### src/rtl/ventilacion_pkg.sv
// Shared definitions for the zone ventilation arbiter: state encoding,
// zone count, counter width and the round-robin pointer helper.
package ventilacion_pkg;

    localparam int N_ZONAS    = 4;
    localparam int ANCHO_ZONA = 2;
    localparam int ANCHO_CNT  = 8;

    typedef enum logic [1:0] {
        INACTIVO = 2'd0,
        ARRANQUE = 2'd1,
        SERVICIO = 2'd2,
        CAMBIO   = 2'd3
    } estado_t;

    // Pointer value after granting zone idx: one past the winner, wrapping 3->0.
    function automatic logic [ANCHO_ZONA-1:0] siguiente_ptr(input logic [ANCHO_ZONA-1:0] idx);
        return idx + ANCHO_ZONA'(1);
    endfunction

endpackage

### src/rtl/arbitro_ventilador_selector_rr.sv
// selector_rr: purely combinational round-robin priority selector.
// Alarm-class requests (request AND alarm) win over plain requests; inside the
// chosen class the search starts at ptr and moves upward, wrapping 3->0.
module selector_rr
    import ventilacion_pkg::*;
(
    input  logic [N_ZONAS-1:0]    solicitud,
    input  logic [N_ZONAS-1:0]    alarma,
    input  logic [ANCHO_ZONA-1:0] ptr,
    output logic                  valido,
    output logic [N_ZONAS-1:0]    ganador,
    output logic [ANCHO_ZONA-1:0] indice
);

    logic [N_ZONAS-1:0]    clase_alarma;
    logic [N_ZONAS-1:0]    mascara;
    logic [N_ZONAS-1:0]    rotada;
    logic [ANCHO_ZONA-1:0] desplaz;

    // Alarm class per zone, and the candidate vector rotated so bit 0 is zone ptr.
    generate
        for (genvar gi = 0; gi < N_ZONAS; gi++) begin : g_zona
            localparam logic [ANCHO_ZONA-1:0] OFS = ANCHO_ZONA'(gi);
            assign clase_alarma[gi] = solicitud[gi] & alarma[gi];
            assign rotada[gi]       = mascara[ptr + OFS];
        end
    endgenerate

    assign mascara = (|clase_alarma) ? clase_alarma : solicitud;

    // Lowest set bit of the rotated vector is the first candidate at or after ptr.
    always_comb begin
        desplaz = '0;
        for (int i = N_ZONAS - 1; i >= 0; i--) begin
            if (rotada[i]) begin
                desplaz = i[ANCHO_ZONA-1:0];
            end
        end
    end

    assign valido  = |mascara;
    assign indice  = ptr + desplaz;
    assign ganador = valido ? (N_ZONAS'(1) << indice) : '0;

endmodule

### src/rtl/arbitro_ventilador.sv
// arbitro_ventilador: shares one fan (and siren) among four zone FSMs.
// The fan spins up for T_ARRANQUE cycles before the first grant, each grant is
// held at least T_MIN cycles, and a one-cycle gap (CAMBIO) separates grants.
// Optional macro ARBITRO_PREEMPCION_EN lets an alarm-class request from a
// non-granted zone cut the minimum hold short.
module arbitro_ventilador
    import ventilacion_pkg::*;
#(
    parameter int T_ARRANQUE = 4,
    parameter int T_MIN      = 16
) (
    input  logic                  CLK,
    input  logic                  Reset,
    input  logic [N_ZONAS-1:0]    Solicitud,
    input  logic [N_ZONAS-1:0]    Alarma_in,
    output logic [N_ZONAS-1:0]    Concesion,
    output logic                  Ventilador,
    output logic                  Alarma,
    output logic [ANCHO_ZONA-1:0] Zona
);

    localparam logic [ANCHO_CNT-1:0] CARGA_ARRANQUE = ANCHO_CNT'(T_ARRANQUE - 1);
    localparam logic [ANCHO_CNT-1:0] CARGA_MIN      = ANCHO_CNT'(T_MIN - 1);

    estado_t               estado_reg, estado_next;
    logic [ANCHO_CNT-1:0]  cnt_reg, cnt_next;
    logic [ANCHO_ZONA-1:0] ptr_reg, ptr_next;
    logic [N_ZONAS-1:0]    concesion_reg, concesion_next;
    logic                  ventilador_reg, ventilador_next;
    logic                  alarma_reg, alarma_next;
    logic [ANCHO_ZONA-1:0] zona_reg, zona_next;

    logic                  otorgar;
    logic                  preempcion;
    logic                  sel_valido;
    logic [N_ZONAS-1:0]    sel_ganador;
    logic [ANCHO_ZONA-1:0] sel_indice;

    selector_rr u_selector (
        .solicitud (Solicitud),
        .alarma    (Alarma_in),
        .ptr       (ptr_reg),
        .valido    (sel_valido),
        .ganador   (sel_ganador),
        .indice    (sel_indice)
    );

`ifdef ARBITRO_PREEMPCION_EN
    // An alarm from a zone that is not currently served ends the hold at once.
    assign preempcion = |(Solicitud & Alarma_in & ~concesion_reg);
`else
    assign preempcion = 1'b0;
`endif

    // Next-state and next-output logic; outputs are all taken from registers.
    always_comb begin
        estado_next     = estado_reg;
        cnt_next        = cnt_reg;
        ptr_next        = ptr_reg;
        concesion_next  = concesion_reg;
        ventilador_next = ventilador_reg;
        zona_next       = zona_reg;
        otorgar         = 1'b0;

        case (estado_reg)
            INACTIVO: begin
                concesion_next = '0;
                if (|Solicitud) begin
                    estado_next     = ARRANQUE;
                    ventilador_next = 1'b1;
                    cnt_next        = CARGA_ARRANQUE;
                end else begin
                    ventilador_next = 1'b0;
                end
            end
            ARRANQUE: begin
                if (Solicitud == '0) begin
                    estado_next     = INACTIVO;
                    ventilador_next = 1'b0;
                end else if (cnt_reg == '0) begin
                    otorgar = 1'b1;
                end else begin
                    cnt_next = cnt_reg - 1'b1;
                end
            end
            SERVICIO: begin
                // Counter saturates at zero; the grant is held while it runs.
                if (cnt_reg != '0) begin
                    cnt_next = cnt_reg - 1'b1;
                end
                if (preempcion) begin
                    estado_next    = CAMBIO;
                    concesion_next = '0;
                end else if (cnt_reg == '0) begin
                    if (Solicitud == '0) begin
                        estado_next     = INACTIVO;
                        concesion_next  = '0;
                        ventilador_next = 1'b0;
                    end else if (|(Solicitud & ~concesion_reg)) begin
                        estado_next    = CAMBIO;
                        concesion_next = '0;
                    end
                end
            end
            CAMBIO: begin
                concesion_next = '0;
                if (Solicitud == '0) begin
                    estado_next     = INACTIVO;
                    ventilador_next = 1'b0;
                end else begin
                    otorgar = 1'b1;
                end
            end
            default: begin
                estado_next = INACTIVO;
            end
        endcase

        if (otorgar && sel_valido) begin
            estado_next     = SERVICIO;
            concesion_next  = sel_ganador;
            ventilador_next = 1'b1;
            cnt_next        = CARGA_MIN;
            ptr_next        = siguiente_ptr(sel_indice);
            zona_next       = sel_indice;
        end
    end

    // Siren follows the alarm of whichever zone holds the fan, only while serving.
    assign alarma_next = (estado_next == SERVICIO) && (|(Alarma_in & concesion_next));

    // State and output registers with synchronous active-low reset.
    always_ff @(posedge CLK) begin
        if (!Reset) begin
            estado_reg     <= INACTIVO;
            cnt_reg        <= '0;
            ptr_reg        <= '0;
            concesion_reg  <= '0;
            ventilador_reg <= 1'b0;
            alarma_reg     <= 1'b0;
            zona_reg       <= '0;
        end else begin
            estado_reg     <= estado_next;
            cnt_reg        <= cnt_next;
            ptr_reg        <= ptr_next;
            concesion_reg  <= concesion_next;
            ventilador_reg <= ventilador_next;
            alarma_reg     <= alarma_next;
            zona_reg       <= zona_next;
        end
    end

    assign Concesion  = concesion_reg;
    assign Ventilador = ventilador_reg;
    assign Alarma     = alarma_reg;
    assign Zona       = zona_reg;

endmodule

### config.mk
export PLATFORM = sky130hd
export DESIGN_NAME = arbitro_ventilador
export DESIGN_NICKNAME = d
export VERILOG_FILES = /design/src/rtl/ventilacion_pkg.sv /design/src/rtl/arbitro_ventilador_selector_rr.sv /design/src/rtl/arbitro_ventilador.sv
export SDC_FILE = /design/constraint.sdc
export NUM_CORES = 1
export LEC_CHECK = 0
export CAP_MARGIN = 5
export CORE_MARGIN = 5
export CORE_UTILIZATION = 46
export DETAILED_ROUTE_END_ITERATION = 7
export GPL_TIMING_DRIVEN = 0
export PLACE_DENSITY = 0.7
export SLEW_MARGIN = 20
export SYNTH_ARGS = -nofsm -noshare
export SYNTH_HDL_FRONTEND = slang
export SYNTH_SLANG_ARGS = --single-unit
### constraint.sdc
create_clock -name CLK -period 4.4 [get_ports CLK]
set_input_delay 0.88 -clock CLK [delete_from_list [all_inputs] [get_ports CLK]]
set_output_delay 0.88 -clock CLK [all_outputs]
set_load 0.01 [all_outputs]
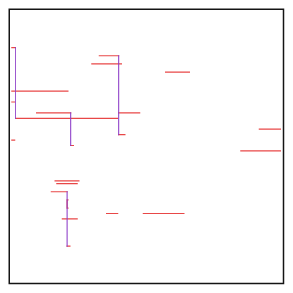
run_1/metal_stack.png
Drawn at 4 px/um. Two of the layers only.
colour	layer	wire length
red	met3	126 um
purple	met4	59.2 um
gr usage total: 17.9%
final wirelength: 3630 um
vias: 1471
WL/cell: 14.1 um

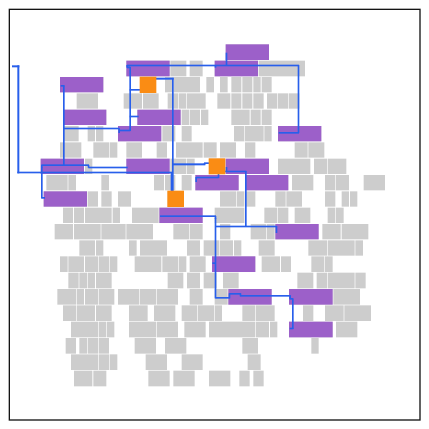
run_1/clock_map.png
Drawn at 6 px/um.
[blue] clock wires | length: 263 um
[orange] cells driving clock nets | count: 3
[purple] flip-flops | count: 20
routed clock nets	4
Clk pwr share: 10.1%
final setup skew: 0.00531 ns
Insertion Delay late pin: 0.30 ns

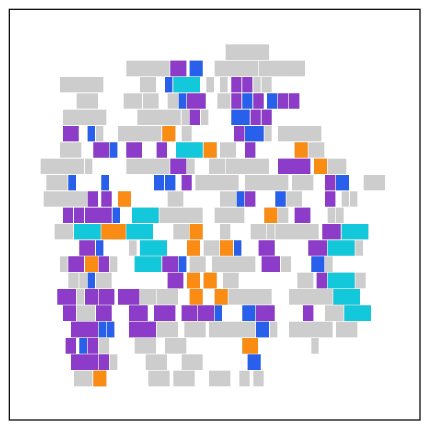
run_1/gate_families.png
Drawn at 6 px/um.
colour	family	cells
blue	NAND gates	29
cyan	adder and majority cells	12
purple	inverting AOI/OAI gates	57
orange	AND and OR gates	17
fin cells: 258
combinational share of cell area: 60.4%
most used logic cell in the final layout: dfxtp_1

==> out/metrics.cfg, run 1 <==
[placement]
dpl.hpwl_um = 2850
place_congestion = 0.768
post-place-cells = 254
post-place-ws_ns = 0.198
io_buffers = 15

[synth]
syn_area_per_cell_sq_um = 8.08
ys_sh_adder_pct = 9.63
synth-main-ff-cell = dfxtp_1
simple_gate_share_pct = 25.1
syn_area_sq_um = 1560
ys_seq_share_pct = 25.7
synth_flops = 20
enable_flop_cells = 0
synth_top_cell_by_count = dfxtp_1
yosysTopAreaCell = dfxtp_1
yosys-top-cells-count = dfxtp_1, nand2_1, nor2_1, a21oi_1, ha_1
synth_warnings = 0
yosys.area_share.aoi_pct = 33.9
synthCells = 193
top_cell_area_share_pct = 25.7
synth.distinct_cells = 50
synth_stat.cells = 193
logic_family = AND-OR/OR-AND gates

[clock_tree]
tritoncts = yes
root_buffer = clkbuf_4
ctsHtreeMaxLevel = 1
cts_hold_buf = 0
clock_path_buffers = 2
cts_made_buffers = 3
cts_resized = 0
clk_pin_slew_ns = 0.11
cts_sinks = 20

[floorplanning]
fp_util_pct = 47.1
die_y_um = 68.2
die_area_sq_um = 4650
fp.coreArea_sq_um = 3310
ios = 18
num_rows = 21

[global_route]
grt_pass1_vias = 1468
grt_max_degree = 12
met3_usage_pct = 3.45
overflow = 0
grtUsageMet2_pct = 30.2
busiest_layer = met2
grtUsageMet1_pct = 22.5

[final_layout]
largest_reg_flops = 8
fin_util_pct = 54.5
finalNetCount = 235
num-fill-cells = 337

[setup_path]
crit_chain = clkdlybuf4s50_1 -> a22oi_2 -> a31o_1 -> nor2_1 -> a2111oi_0 -> a31oi_1 -> ha_1 -> xnor2_1 -> or3_4 -> and2_1 -> ha_1 -> a22oi_1 -> nand2_1 -> nand2_1 -> a21boi_1
r2r_slack_ns = 1.60
cp_top_family = AND-OR/OR-AND gates
critPathCaptureType = register
start_kind = primary input
cp_slowest_cell = clkdlybuf4s50_1

[final_timing]
rsz0062_at_grt = false
finalCritPeriodShare_pct = 89.8
tightest_slew_ns = 0.492
drv_slew = 0
fin_ws_ns = 0.450
fin_setup_tns_ns = 0

[run]
max_cap_viol_count = 0
warnings = 34

[outcome]
outcome = completed

[power_and_ir_drop]
sw_frac_of_total_pct = 46.3
p_sw_uw = 490
power_frac_comb_pct = 63.1
p_seq_share_pct = 26.7
total_power_mw = 1.06
p_leak_nw = 0.710
ir_worst_vdd_mv = 0.281

[route]
drt-initial-drc-count = 65
drc_errors = 0
firstDrtPassIters = 4

[worst_hold_path]
worstHoldPathType = register to register

==> run 1: path summary, 6_finish.rpt <==
path | start | end | cells after the start
max | Solicitud[3] | Alarma | 15
min | Zona[0] | Zona[0] | 2
max reg2reg | ptr_reg[1] | Alarma | 13
min reg2reg | Zona[0] | Zona[0] | 2
==> run 1: final cells by class <==
type | instances | area, sq um | area share (%)
Multi-Input combinational cell | 157 | 1090 | 60.4
Clock buffer | 4 | 36.3 | 2.01
Sequential cell | 20 | 400 | 22.2
Tap cell | 46 | 57.6 | 3.19
Inverter | 8 | 30.0 | 1.67
Buffer | 8 | 40.0 | 2.22
Timing Repair Buffer | 15 | 150 | 8.33
==> run 1: cells in the final DEF (no fill, tap or decap), drive strengths merged, types with 2 or more instances in the layout <==
master	Yosys	layout
a31oi	5	5
o2111ai	2	2
nor2	14	14
nand2b	5	5
a21boi	6	6
clkdlybuf4s50	0	15
buf	6	6
o211ai	2	2
a22oi	5	5
a21oi	14	14
ha	12	12
nor4	2	2
nand3	5	5
or3	2	2
o21a	9	9
a211oi	3	3
and3	4	4
a31o	3	3
a222oi	2	2
or2	2	2
dfxtp	20	20
o21ai	14	14
nand2	16	16
inv	8	8
and2	8	8
nand4b	2	2
clkbuf	2	6
nor3	6	6
a21o	2	2
a221oi	2	2
==> run 1: per-layer routing <==
layer	routed length [um]	share of wire, %	vias to the layer above
met3	126	3.5	9
met2	1770	49	29
met4	59	1.6	0
li1	-	-	751
met5	0	0	-
met1	1670	46	682
==> run 1: power groups by stage <==
stage	clock (mW)	sequential [mW]	combinational, mW
after global placement	0	0.284	0.638
after CTS	0.110	0.283	0.669
after global routing	0.121	0.294	0.752
after detailed placement	0	0.287	0.664
final	0.107	0.283	0.669
after floorplan	0	0.283	0.504
run_1/pins.png
Drawn at 6 px/um. Pins as bars across the die edge, other pins in grey.
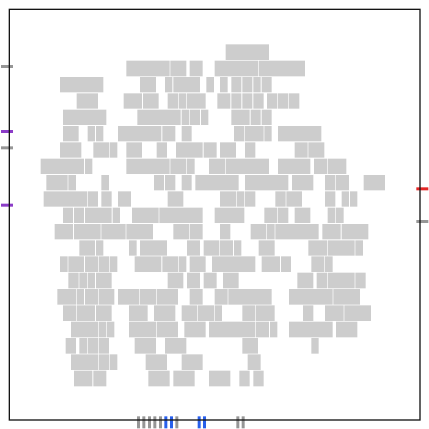

==> run 1 -> run 2 <==
- CAP_MARGIN: 5 -> 20
- CORE_MARGIN: 5 -> not set
- TNS_END_PERCENT: not set -> 100
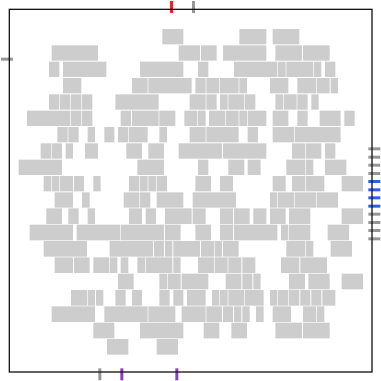
run_2/pins.png
Drawn at 6 px/um. Pins as bars across the die edge, other pins in grey.
colour	port	pins	direction	edge
blue	Concesion	4	output	east
purple	Zona	2	output	south
red	Ventilador	1	output	north
all pins by edge	12 east, 3 south, 2 north, 1 west
Port Buf Inserts: 15
DIE WIDTH: 60.2 um
Die Ht: 60.2 um

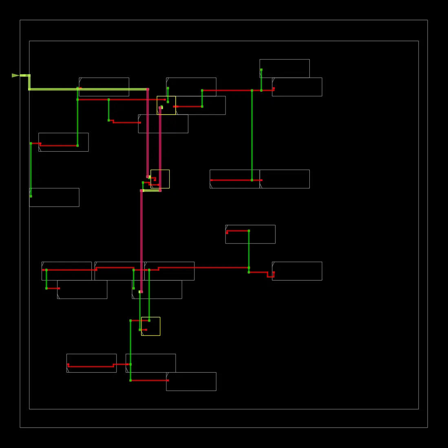
run_2/final_clocks.png
CLK BUF: 3
flop count: 20

==> run 2 against run 1 <==
  * Die size shrank 22%
  * First-iteration DRC count rose by 140%
  * Global-route usage up 5.0 points
  * Sequential cell count unchanged
  * Via count grew 3.2%
  * Count of clock-buffer cells in the layout down 1
  * Combinational power up 1%
  * Cell count shrank 1.2%
  * Sequential share of layout area grew 0.20 points
  * Final area fell by 0.90%
  * Power shrank 0.98%
==> out/metrics.cfg, run 2 <==
[outcome]
outcome = completed

[final_layout]
layout_top_cell = dfxtp_1
finalNonFillerCells = 255  ; -1.2%
finalNetCount = 235  ; unchanged
largest_reg_flops = 8  ; unchanged
fin_util_pct = 57.1  ; +2.7 points
antenna_cells = 0

[power_and_ir_drop]
powerClk_uw = 86.8  ; -19%
p_seq_share_pct = 27.0  ; +0.3 points
power_frac_comb_pct = 64.7  ; +1.6 points
sw_frac_of_total_pct = 47.6  ; +1.3 points
clockPowerShare_pct = 8.3  ; -1.8 points
p_leak_nw = 0.702  ; -1.0%
total_power_mw = 1.05  ; -0.98%
power_density_nw_per_um2 = 587
pg_comb_uw = 678  ; +1%
ir_worst_vdd_mv = 0.263  ; -6.5%
power.group.top = combinational cells
p_sw_uw = 499  ; +1.9%
seq_power_uw = 284  ; about the same

[global_route]
grtUsageTotal_pct = 22.9  ; +5.0 points
overflow = 0  ; unchanged
grt_pass1_vias = 1434  ; -2.3%
grt_max_degree = 11  ; -1

[route]
via_count = 1518  ; +3.2%
drc_errors = 0  ; unchanged
drt-initial-drc-count = 158  ; +140%
wl_per_cell_um = 14.2  ; +0.87%
firstDrtPassIters = 4  ; unchanged
wirelength_um = 3620  ; -0.30%

[clock_tree]
cts_hold_buf = 0  ; unchanged
clock_path_buffers = 2  ; unchanged
cts_resized = 0  ; unchanged
clk_pin_slew_ns = 0.11  ; about the same
insertion_delay_ns = 0.30  ; about the same
cts_sinks = 20  ; unchanged
root_buffer = clkbuf_4
ctsHtreeMaxLevel = 1  ; unchanged
cts_made_buffers = 3  ; unchanged
tritoncts = yes

[synth]
synth.distinct_cells = 50  ; unchanged
synth_stat.cells = 193  ; unchanged
yosysTopAreaCell = dfxtp_1
synth_flops = 20  ; unchanged
ys_seq_share_pct = 25.7  ; unchanged
synth-main-ff-cell = dfxtp_1
enable_flop_cells = 0  ; unchanged
synth_warnings = 0  ; unchanged
synth_top_cell_by_count = dfxtp_1
synthCells = 193  ; unchanged
syn_area_per_cell_sq_um = 8.08  ; unchanged
yosys-top-cells-count = dfxtp_1, nand2_1, nor2_1, a21oi_1, ha_1
top_cell_area_share_pct = 25.7  ; unchanged
syn_area_sq_um = 1560  ; unchanged

[floorplanning]
fp_util_pct = 49.8  ; +2.8 points
fp.coreArea_sq_um = 3130  ; -5.5%
die_area_sq_um = 3630  ; -22%
ios = 18  ; unchanged
num_rows = 20  ; -4.8%

[placement]
post-place-ws_ns = 0.179  ; -0.0181 ns
dpl.hpwl_um = 2800  ; -2.0%
post-place-cells = 252  ; -0.79%
place_congestion = 0.864  ; +12%

[setup_path]
critPathCaptureType = register
cp_max_fo = 8
critical_path_arrival_ns = 4.13
cp_top_family = AND-OR/OR-AND gates
start_kind = primary input

[final_timing]
tightest_slew_ns = 0.492  ; +0.000684 ns
drv_slew = 0  ; unchanged
clock_skew_ns = 0.00132  ; -0.00398 ns
timing.fmax_mhz = 255
fin_setup_tns_ns = 0  ; unchanged
fin_ws_ns = 0.472  ; +0.0215 ns
rsz0062_at_grt = false

[run]
max_cap_viol_count = 0  ; unchanged
warnings = 34  ; unchanged

[worst_hold_path]
worstHoldPathType = register to register

## run 2: layout make-up
type	instances	area, sq um
multi-input cells	157	1090
plain buffers	8	40.0
inverters	8	30.0
fillers	300	1340
flip-flops and latches	20	400
well taps	44	55.1
repair buffers	15	150
clock buffers	3	22.5
## run 2: worst reg2reg max path, stage by stage, from the launching register on
cell and delay (ns):
dfxtp_1 0.32, clkbuf_1 0.28, nor2_1 0.09, a2111oi_0 0.41
a31oi_1 0.10, ha_1 0.21, xnor2_1 0.14, or3_4 0.36
and2_1 0.19, ha_1 0.19, a22oi_1 0.16, nand2_1 0.10
nand2_1 0.08, a21boi_1 0.06
## run 2: logic make-up after synthesis
| kind of cell | after synthesis | share of synthesized area [%] |
|---|---|---|
| flops | 20 | 25.7 |
| compound gates | 73 | 33.9 |
| mux | 1 | 0.642 |
| simple gates | 70 | 25.1 |
| fa+ha+maj | 12 | 9.63 |
| xor+xnor | 1 | 0.562 |
| buf+inv | 16 | 4.49 |
## run 2: final timing paths
kind	from	endpoint	slack (ns)	cells past startpoint
worst max-delay path	Solicitud[1]	Alarma	0.47	15
worst min register to register	Zona[0]	Zona[0]	0.46	2
worst min-delay path	Zona[0]	Zona[0]	0.46	2
worst max register to register	ptr_reg[1]	Alarma	1.61	13
## run 2: layer usage
layer | global-route usage, % | vias to the layer above | wire [um]
met5 | 0 | - | 0
met4 | 6.64 | 0 | 40
met3 | 2.16 | 6 | 113
met2 | 38.9 | 27 | 1720
met1 | 30.5 | 729 | 1750
li1 | - | 756 | -
Power figures rest on the tool's default switching activity, not on a simulated workload.
